**src/rtl/spi_master.sv**
```systemverilog
// spi_master: SPI master with a programmable sclk divider, runtime CPOL/CPHA
// selection and a parameterised bit order. The system clock drives all logic;
// sclk is a registered output.
// Optional feature: define SPI_MASTER_MISO_EN to build the miso receive path.
// Without it the miso port is ignored and dout is held at 0.
module spi_master #(
  parameter int unsigned DW        = 12,
  parameter int unsigned CLK_DIV   = 10,
  parameter bit          LSB_FIRST = 1'b1
) (
  input  logic          clk,
  input  logic          rst,
  input  logic          newd,
  input  logic [DW-1:0] din,
  input  logic          cpol,
  input  logic          cpha,
  input  logic          miso,
  output logic          sclk,
  output logic          cs,
  output logic          mosi,
  output logic          busy,
  output logic          done,
  output logic [DW-1:0] dout
);

  localparam int unsigned HW = $clog2(CLK_DIV);
  localparam int unsigned TW = $clog2(2 * DW + 1);

  typedef enum logic [1:0] {IDLE, LEAD, XFER, TRAIL} state_t;

  state_t        state;
  logic [HW-1:0] hcnt;
  logic [TW-1:0] tog;
  logic [DW-1:0] tx_sr;
  logic          cpol_q;
  logic          cpha_q;

  logic          hdone;
  logic [TW-1:0] tog_next;

  // The bit that goes out next on mosi, and the register after it has left.
  function automatic logic tx_head(input logic [DW-1:0] v);
    return LSB_FIRST ? v[0] : v[DW-1];
  endfunction

  function automatic logic [DW-1:0] tx_shift(input logic [DW-1:0] v);
    return LSB_FIRST ? (v >> 1) : (v << 1);
  endfunction

  // Half-period boundary and the number of the toggle about to happen.
  always_comb begin
    hdone    = (hcnt == HW'(CLK_DIV - 1));
    tog_next = tog + TW'(1);
  end

  // Transfer sequencer: owns every registered output except dout.
  always_ff @(posedge clk) begin
    if (rst) begin
      state  <= IDLE;
      hcnt   <= '0;
      tog    <= '0;
      tx_sr  <= '0;
      cpol_q <= 1'b0;
      cpha_q <= 1'b0;
      sclk   <= 1'b0;
      cs     <= 1'b1;
      mosi   <= 1'b0;
      busy   <= 1'b0;
      done   <= 1'b0;
    end else begin
      done <= 1'b0;
      case (state)
        IDLE: begin
          cs   <= 1'b1;
          sclk <= cpol_q;
          mosi <= 1'b0;
          busy <= 1'b0;
          hcnt <= '0;
          tog  <= '0;
          if (newd) begin
            cpol_q <= cpol;
            cpha_q <= cpha;
            sclk   <= cpol;
            cs     <= 1'b0;
            busy   <= 1'b1;
            state  <= LEAD;
            // cpha=0 presents the first bit before the first sclk edge.
            if (!cpha) begin
              mosi  <= tx_head(din);
              tx_sr <= tx_shift(din);
            end else begin
              tx_sr <= din;
            end
          end
        end
        LEAD: begin
          if (hdone) begin
            hcnt  <= '0;
            state <= XFER;
          end else begin
            hcnt <= hcnt + HW'(1);
          end
        end
        XFER: begin
          if (hdone) begin
            hcnt <= '0;
            sclk <= ~sclk;
            tog  <= tog_next;
            // Odd toggles launch data in cpha=1; even toggles do in cpha=0,
            // except the final one, which has no bit left to launch.
            if (tog_next[0] ? cpha_q
                            : (!cpha_q && tog_next != TW'(2 * DW))) begin
              mosi  <= tx_head(tx_sr);
              tx_sr <= tx_shift(tx_sr);
            end
            if (tog_next == TW'(2 * DW)) begin
              state <= TRAIL;
            end
          end else begin
            hcnt <= hcnt + HW'(1);
          end
        end
        TRAIL: begin
          if (hdone) begin
            hcnt  <= '0;
            tog   <= '0;
            cs    <= 1'b1;
            mosi  <= 1'b0;
            done  <= 1'b1;
            busy  <= 1'b0;
            state <= IDLE;
          end else begin
            hcnt <= hcnt + HW'(1);
          end
        end
        default: state <= IDLE;
      endcase
    end
  end

`ifdef SPI_MASTER_MISO_EN
  logic [DW-1:0] rx_sr;
  logic          sample_c;
  logic          fin_c;

  // miso is sampled on the edge opposite to the one that launches mosi.
  always_comb begin
    sample_c = (state == XFER) && hdone && (tog_next[0] ^ cpha_q);
    fin_c    = (state == TRAIL) && hdone;
  end

  // Receive shift register; the word is published on the done edge.
  always_ff @(posedge clk) begin
    if (rst) begin
      rx_sr <= '0;
      dout  <= '0;
    end else begin
      if (sample_c) begin
        rx_sr <= LSB_FIRST ? {miso, rx_sr[DW-1:1]} : {rx_sr[DW-2:0], miso};
      end
      if (fin_c) begin
        dout <= rx_sr;
      end
    end
  end
`else
  logic unused_miso;

  // No receive path in this build.
  assign unused_miso = miso;
  assign dout        = '0;
`endif

endmodule

```
**config.mk**
```make
export PLATFORM = sky130hd
export DESIGN_NAME = spi_master
export DESIGN_NICKNAME = d
export VERILOG_FILES = /design/src/rtl/spi_master.sv
export SDC_FILE = /design/constraint.sdc
export NUM_CORES = 1
export LEC_CHECK = 0
export CAP_MARGIN = 30
export CELL_PAD_IN_SITES_DETAIL_PLACEMENT = 1
export CELL_PAD_IN_SITES_GLOBAL_PLACEMENT = 2
export CORE_UTILIZATION = 30
export CTS_CLUSTER_SIZE = 14
export DETAILED_ROUTE_END_ITERATION = 10
export GPL_TIMING_DRIVEN = 0
export HOLD_SLACK_MARGIN = 0.08
export PLACE_DENSITY = 0.92
export RECOVER_POWER = 25
export SYNTH_ARGS = -nofsm -noshare
export SYNTH_HDL_FRONTEND = slang
export SYNTH_SLANG_ARGS = --single-unit
```
**constraint.sdc**
```tcl
create_clock -name clk -period 2.4 [get_ports clk]
set_clock_uncertainty 0.05 [all_clocks]
set_input_delay 0.24 -clock clk [delete_from_list [all_inputs] [get_ports clk]]
set_output_delay 0.24 -clock clk [all_outputs]
set_load 0.05 [all_outputs]
```
Cell density map:
The die is cut into 8 by 8 equal tiles; white is low, dark blue is high, 0 to 100% covered.
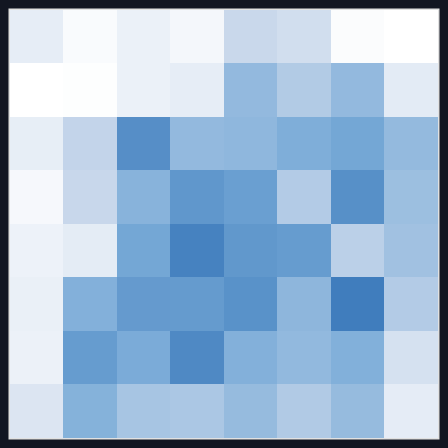
densest ninth of the die = center
fullest tile = 69%
nearly empty tiles = 4.7%
emptiest ninth of the die = upper left
mean over tiles = 34%

==> reports/results.tsv <==
metric	value	unit
antenna_found_initial	0	
syn-cell-area	1785	um2
path_clk_slew	0.07	ns
edf_count	0	
min_period	1.994	ns
max_freq	501.4	MHz
slew_headroom	61.81	%
critPathKind	flop to flop	
ys_chip_area	1785	um2
drive_above_1_share	13.62	%
xor_share	0.9811	%
run_status	completed	
post_cts_resize_count	0	
end_kind	flop	
seq_cells	30	
avgSynthCellArea	8.079	um2
worstMarginPinSlew	0.5729	ns
antenna_left	0	
vias	1626	
synth.cellmix.compoundShare	20.18	%
clk_share	3.774	%
clk_latency	0.28	ns
vias_per_cell	4.942	
num-nonclk-inverters	5	
grt.busiest_layer	met2	
clock_path_buffers	2	
nWellTaps	72	
fp.dieH	79.15	um
route.detailed.drc	0	
grt_max_degree	11	
topCombFamilyByArea	simple AND/OR/NAND/NOR gates	
setup_violations	0	
antenna_cells	0	
ff_type	dfxtp_1	
setup_tns	0	ns
hold_slack	0.3082	ns
cts_hold_buf	0	
gr-total-overflow	0	
ys_seq_elements	30	
cts_max_level	2	
cts_root_buffer	clkbuf_8	
clock_sinks	30	
rsz0062_at_grt	false	
area_growth	22.56	%
gp_congestion	0.7532	
fp.dieArea	6264	um2
finalClockPeriodUsage	83.10	%
drv_slew	0	
io_pins	35	
logic_area	1040	um2
ys_sh_simple	21.09	%
grt_pass1_vias	1617	
crit_fanout	10	
p_leak	0.8684	nW
Gate-type map:
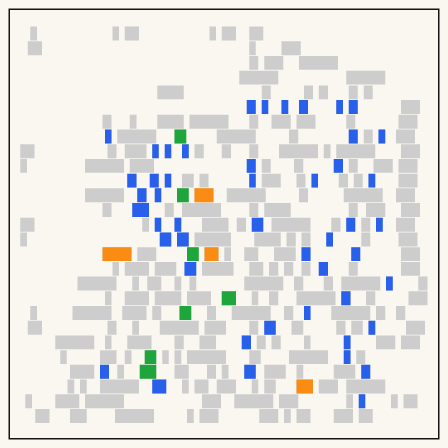
blue -> NAND gates  # cells 48
orange -> AND-OR and OR-AND gates  # cells 4, where center
green -> AND and OR gates  # cells 7

-- sequential cells by signal (all words and copies together) (netlist names) --
signal,flops
mosi,1
cpol_q,1
tx_sr,12
hcnt,4
cs,1
tog,5
cpha_q,1
busy,1
done,1
state,2
sclk,1
-- layer usage --
layer	share of wire, %	vias up	routed length (um)
met4	1.4	0	63
met3	2.6	5	116
li1	-	818	-
met1	49	777	2244
met2	47	26	2114
met5	0	-	0
-- cell usage after synthesis, types with 2 or more instances --
cell      instances  area [um2]
a21oi_1          25       125.1
buf_2             4       20.02
buf_4            14       105.1
buf_6             2       22.52
clkbuf_1          5       18.77
dfxtp_1          30       600.6
ha_1              7       87.58
inv_1             4       15.01
mux2_2            3       33.78
mux2i_1          12       120.1
nand2_1          23       86.33
nand2b_1          4       25.02
nand3_1          17       85.08
nor2_1           14       52.55
nor2b_1           2       12.51
o21ai_0          15       75.07
o21ai_1          10       50.05
or3_1             3       18.77
-- power by group --
group,switching [W],internal (W)
clock,0.000179,0.000221
combinational,0.000757,0.000473
sequential,0.0000954,0.000646
-- metrics by stage --
stage	total power (W)	setup WS [ns]	std cells
CTS	0.002407	0.3903	329
detailed placement	0.001997	0.3918	323
floorplan	0.001669	0.6394	232
finish	0.002371	0.4055	329
global route	0.002557	0.2439	329
global placement	0.001953	0.4439	323
-- placed cells by master, fill, tap and decap left out, drive strengths merged, types with 5 or more instances in the layout --
cell	n
clkbuf	11
mux2i	12
dfxtp	30
nand2	24
buf	20
a21oi	26
conb	12
o21ai	25
ha	7
nand3	17
inv	5
nor2	14
clkdlybuf4s50	19
-- worst paths after layout --
kind            start       end  slack, ns  cells past startpoint
max          state[1]  tx_sr[5]       0.41                      8
min               rst  tx_sr[0]       0.31                      2
max reg2reg  state[1]  tx_sr[5]       0.41                      8
min reg2reg    cpol_q    cpol_q       0.43                      2
Power and IR drop assume default switching activity.
